**src/rtl/instr_fetch_unit.sv**
```systemverilog
// Instruction fetch unit: one outstanding memory read feeding a 2-entry buffer for the decoder.
// Optional macro IFU_PERF_CNT_EN adds the fetch_cnt output (count of instructions handed to decode).
module instr_fetch_unit #(
  parameter logic [31:0] RESET_PC  = 32'h0000_0000,
  parameter int          BUF_DEPTH = 2
) (
  input  logic        clk,
  input  logic        rst_n,
  output logic        imem_req,
  output logic [31:0] imem_addr,
  input  logic        imem_gnt,
  input  logic        imem_rvalid,
  input  logic [31:0] imem_rdata,
  output logic        if_valid,
  output logic [31:0] if_instr,
  output logic [5:0]  if_opcode,
  output logic [31:0] if_pc,
  input  logic        id_ready,
  input  logic        redirect,
  input  logic [31:0] redirect_pc,
  input  logic        halt,
`ifdef IFU_PERF_CNT_EN
  output logic [31:0] fetch_cnt,
`endif
  output logic [1:0]  dbg_state
);

  // Handshakes: a memory request is accepted in a cycle with imem_req && imem_gnt; its
  // response is the next cycle with imem_rvalid. The decoder takes the buffer head in a
  // cycle with if_valid && id_ready; a redirect in that cycle cancels the transfer.

  typedef enum logic [1:0] {
    S_IDLE = 2'd0,
    S_REQ  = 2'd1,
    S_WAIT = 2'd2,
    S_DROP = 2'd3
  } state_e;

  localparam logic [31:0] RESET_PC_AL = {RESET_PC[31:2], 2'b00};
  localparam logic [1:0]  FULL_CNT    = 2'(BUF_DEPTH);

  state_e      state_q, state_d;
  logic [31:0] fetch_pc_q, fetch_pc_d;
  logic [31:0] req_pc_q, req_pc_d;
  logic [1:0]  cnt_q, cnt_d;
  logic [31:0] instr0_q, instr0_d, pc0_q, pc0_d;
  logic [31:0] instr1_q, instr1_d, pc1_q, pc1_d;
  logic        push, pop;
  logic [1:0]  cnt_after_push;

  assign if_valid  = (cnt_q != 2'd0);
  assign if_instr  = instr0_q;
  assign if_pc     = pc0_q;
  assign if_opcode = instr0_q[31:26];
  assign imem_addr = fetch_pc_q;
  assign dbg_state = state_q;

  assign pop            = if_valid && id_ready && !redirect;
  assign cnt_after_push = cnt_q + 2'd1 - {1'b0, pop};

  always_comb begin
    state_d    = state_q;
    fetch_pc_d = fetch_pc_q;
    req_pc_d   = req_pc_q;
    imem_req   = 1'b0;
    push       = 1'b0;
    case (state_q)
      S_IDLE: begin
        if (redirect || (!halt && (cnt_q < FULL_CNT))) state_d = S_REQ;
      end
      S_REQ: begin
        imem_req = 1'b1;
        if (imem_gnt) begin
          req_pc_d   = fetch_pc_q;
          fetch_pc_d = fetch_pc_q + 32'd4;
          state_d    = redirect ? S_DROP : S_WAIT;
        end
      end
      S_WAIT: begin
        // A redirect arriving together with the response consumes it, so nothing is left to drop.
        if (imem_rvalid) begin
          push = !redirect;
          if (redirect || (!halt && (cnt_after_push < FULL_CNT))) state_d = S_REQ;
          else                                                     state_d = S_IDLE;
        end else if (redirect) begin
          state_d = S_DROP;
        end
      end
      S_DROP: begin
        if (imem_rvalid) state_d = S_REQ;
      end
      default: state_d = S_IDLE;
    endcase
    if (redirect) fetch_pc_d = redirect_pc & 32'hFFFF_FFFC;
  end

  // Entry 0 is always the head, so a pop shifts entry 1 down.
  always_comb begin
    cnt_d    = cnt_q;
    instr0_d = instr0_q;
    pc0_d    = pc0_q;
    instr1_d = instr1_q;
    pc1_d    = pc1_q;
    if (redirect) begin
      cnt_d = 2'd0;
    end else begin
      case ({push, pop})
        2'b01: begin
          instr0_d = instr1_q;
          pc0_d    = pc1_q;
          cnt_d    = cnt_q - 2'd1;
        end
        2'b10: begin
          if (cnt_q == 2'd0) begin
            instr0_d = imem_rdata;
            pc0_d    = req_pc_q;
          end else begin
            instr1_d = imem_rdata;
            pc1_d    = req_pc_q;
          end
          cnt_d = cnt_q + 2'd1;
        end
        2'b11: begin
          if (cnt_q == 2'd1) begin
            instr0_d = imem_rdata;
            pc0_d    = req_pc_q;
          end else begin
            instr0_d = instr1_q;
            pc0_d    = pc1_q;
            instr1_d = imem_rdata;
            pc1_d    = req_pc_q;
          end
        end
        default: cnt_d = cnt_q;
      endcase
    end
  end

  always_ff @(posedge clk or negedge rst_n) begin
    if (!rst_n) begin
      state_q    <= S_IDLE;
      fetch_pc_q <= RESET_PC_AL;
      req_pc_q   <= '0;
      cnt_q      <= '0;
      instr0_q   <= '0;
      pc0_q      <= '0;
      instr1_q   <= '0;
      pc1_q      <= '0;
    end else begin
      state_q    <= state_d;
      fetch_pc_q <= fetch_pc_d;
      req_pc_q   <= req_pc_d;
      cnt_q      <= cnt_d;
      instr0_q   <= instr0_d;
      pc0_q      <= pc0_d;
      instr1_q   <= instr1_d;
      pc1_q      <= pc1_d;
    end
  end

`ifdef IFU_PERF_CNT_EN
  logic [31:0] fetch_cnt_q, fetch_cnt_d;

  always_comb begin
    fetch_cnt_d = fetch_cnt_q;
    if (pop) fetch_cnt_d = fetch_cnt_q + 32'd1;
  end

  always_ff @(posedge clk or negedge rst_n) begin
    if (!rst_n) fetch_cnt_q <= '0;
    else        fetch_cnt_q <= fetch_cnt_d;
  end

  assign fetch_cnt = fetch_cnt_q;
`endif

endmodule

```
**config.mk**
```make
export PLATFORM = sky130hd
export DESIGN_NAME = instr_fetch_unit
export DESIGN_NICKNAME = d
export VERILOG_FILES = /design/src/rtl/instr_fetch_unit.sv
export SDC_FILE = /design/constraint.sdc
export NUM_CORES = 1
export LEC_CHECK = 0
export ABC_AREA = 1
export CORE_MARGIN = 8
export CORE_UTILIZATION = 25
export CTS_CLUSTER_SIZE = 20
export DETAILED_ROUTE_END_ITERATION = 6
export PLACE_DENSITY = 0.48
export SYNTH_ARGS = -nofsm -noshare
export SYNTH_HDL_FRONTEND = slang
export SYNTH_SLANG_ARGS = --single-unit
```
**constraint.sdc**
```tcl
create_clock -name clk -period 3.98 [get_ports clk]
set_clock_uncertainty 0.15 [all_clocks]
set_input_delay 0.995 -clock clk [delete_from_list [all_inputs] [get_ports clk]]
set_output_delay 0.995 -clock clk [all_outputs]
set_load 0.01 [all_outputs]
```
==> images/clock_wires.png <==
Bar = 50 um.
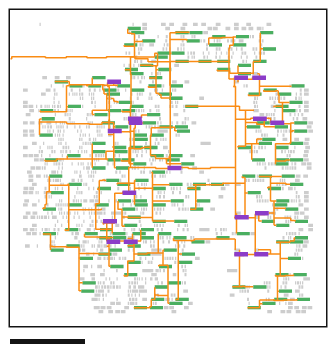
[green] flip-flops | count: 189
[orange] clock wires | length: 2,840 um
[purple] clock-net drivers | count: 17
flops lie: spread over the die
routed clock nets: 18
clock network latency to the later pin of the worst-skew pair: 430 ps
reported clock group power: 0.00168 W
Clock Power Share: 21.4%

==> images/gates.png <==
Bar = 50 um.
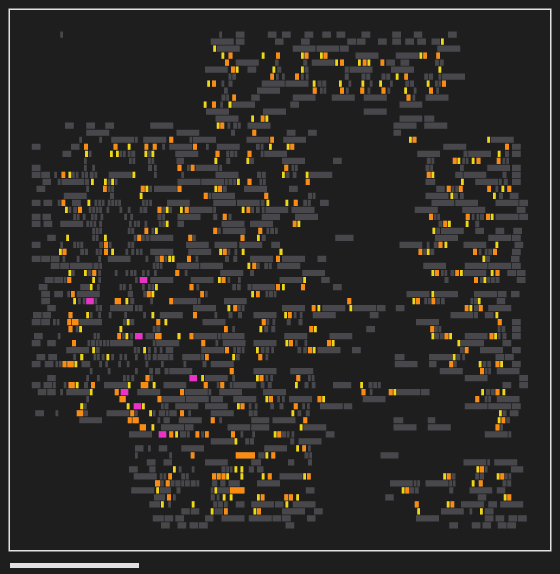
| colour | family | cells | most used |
|---|---|---|---|
| yellow | inv cells | 194 | inv_1 |
| magenta | xor and xnor cells | 7 | xor2_1 |
| orange | aoi and oai cells | 207 | o21ai_1 |

==> images/clock_nets.png <==
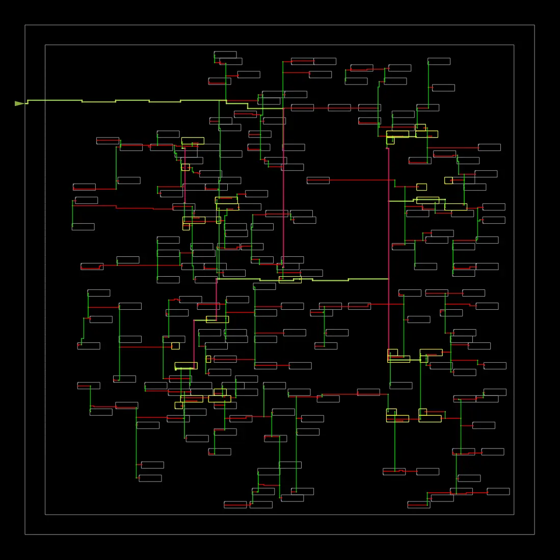
sequential cell count: 189
CTS Sinks: 189
clock buffers created by TritonCTS: 17
total of clock buffers placed in the layout: 18

==> images/floorplan.png <==
Pins as bars on the die edge. Tap cells in grey.
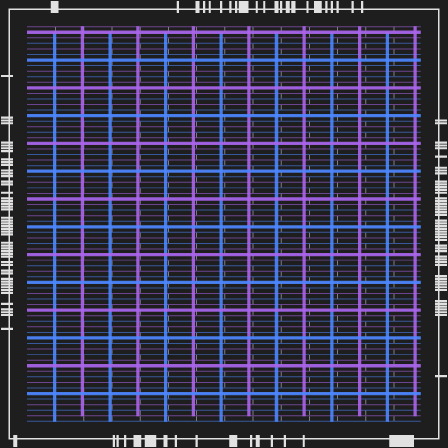
| colour | net |
|---|---|
| blue | VSS |
| purple | VDD |
signal pins: 177
tap cells: 474
placeable core region: 37,200 um^2
largest voltage drop on the vdd net: 0.000307 V
x dimension of the die: 209 um
height of the die: 209 um

==> flow_summary.toml <==
# synthesis and place-and-route metrics
[finish]
clock_cell_area_share_pct = 4.68
antenna_cells_inserted = 0
layout_top_cell_excl_fill_tap = "nand2_1"
signal_buffer_area_fraction_pct = 16.0
area.share.sequential_pct = 39.3
inverters = 194
largest_cell_class = "flip-flops and latches"
multiInputCombCellCount = 759
n_fill_cell = 3970
drive_gt1_share_pct = 8.01
n_all_buffers = 186
comb_area_share_pct = 29.0
mostFrequentLayoutCells = "nand2_1, dfrtp_1, clkdlybuf4s50_1"

[clock_tree]
cts_hold_buffers = 0
post-cts-setup-buffer-count = 0
post_cts.resized_instances = 0
clk_root_buffer_cell = "clkbuf_16"

[route]
drc = 0
num_vias = 7976
final_antenna_net_count = 0
route.detailed.vias_per_inst = 4.35
dr.pass1.iters = 5
dr_wl_met3_um = 1320
post_route_wl_um = 28000
routed_wire_length_per_instance_um = 15.3
routed.top_layer = "met4"

[place]
detailed_place_hpwl_um = 19200
gp_congestion = 0.823
post_dp_cell_area_um2 = 11500

[setup_path]
worstPathRequired_ps = 2830
cell_chain_of_the_critical_path = "inv_1 > ha_1 > inv_1 > clkdlybuf4s50_1"
cp-end-kind = "output port"
crit_path_end = "if_valid"
worst_flop_to_flop_path_endpoint = "imem_addr[13]"
critical_path.most_common_cell = "inv_1"
worstSetupStartpointType = "flip-flop"
critical_path.reg2reg.startpoint = "dbg_state[1]"
setup.worst_path.class = "reg -> out"
timing.critical_path.arrival_ps = 1910

[logic_synthesis]
synthesis.area_per_instance_um2 = 7.74
synth.cellmix.simpleShare_pct = 24.0
syn-cell-area_um2 = 9360
synthesis.instances = 1209
ys_area_um2 = 9360
synthDominantCellAreaShare_pct = 50.6
synth_cell_type_count = 29
postSynth.topFlopCell = "dfrtp_1"
mux_share_pct = 0
logic_family = "simple AND/OR/NAND/NOR gates"
post-synth-top-area-cell = "dfrtp_1"
post_synth_xor_area_fraction_pct = 0.655
synthArstFlopShare_pct = 100
ys.flops = 189
ys.warnings.count = 0
yosys-top-cells-area = "dfrtp_1, nand2_1, nand3_1"
synth-edff-count = 0
synth-cells-yosys = 1209
synth.top_cells.by_count = "nand2_1, dfrtp_1, nand3_1"
area_fraction_in_compound_gates_pct = 11.6
yosys.stat.seqShare_pct = 50.6

[final_timing]
worstMarginPinSlew_ps = 924
hold_violations = 0
fin_crit_sh_pct = 76.9
final_setup_fails = 0
slew_headroom_pct = 38.3
min_period_ps = 3060
totalNegativeSetupSlack_ps = 0
slew_violations = 0
hold_slack_ps = 338

[worst_hold_path]
hp-start = "if_instr[24]"
holdCritPathClass = "reg -> reg"
hold_path_depth = 2
hold-path-endpoint = "if_instr[24]"

[grt]
gr-usage-met1_pct = 18.4
grt_antenna_before_repair = 0
track_usage_pct = 12.9
grt-ovfl-total = 0
grt_pass1_vias = 7702
grt_first_pass_wirelength_um = 45000
globalRouteMet3Util_pct = 3.03

[die]
floorplan.core_util_pct = 25.1
design.die.area_um2 = 43900

[power_and_ir_drop]
power_w = 0.00785
power.density_nw_per_um2 = 653
leakagePower_nw = 5.42

[flow_run]
openroad.warnings = 32
maxCapViolations = 0

[outcome]
run_status = "complete, no violations"
registers in the layout (all words and copies together), names as in the netlist:
signal     cells
instr1_q      32
dbg_state      2
if_pc         31
req_pc_q      30
imem_addr     30
cnt_q          2
pc1_q         30
if_instr      32
power by group:
part / switching [W] / internal, W
sequential: 0.000555 / 0.00269
combinational: 0.00151 / 0.00141
clock: 0.000838 / 0.000843
total: 0.00290 / 0.00495
worst max-delay path: cells and delay by family, from the launching register on:
kind / cells / cell delay, ps
fa+ha+maj: 1 / 220
buf+inv: 3 / 850
flops: 1 / 410
metrics by stage:
step / cells / setup slack (ps)
5_1_grt: 1834 / 788
3_5_place_dp: 1802 / 644
4_1_cts: 1834 / 853
3_3_place_gp: 1802 / 703
2_1_floorplan: 1210 / 1790
6_report: 1834 / 920
Power and IR drop assume default switching activity.
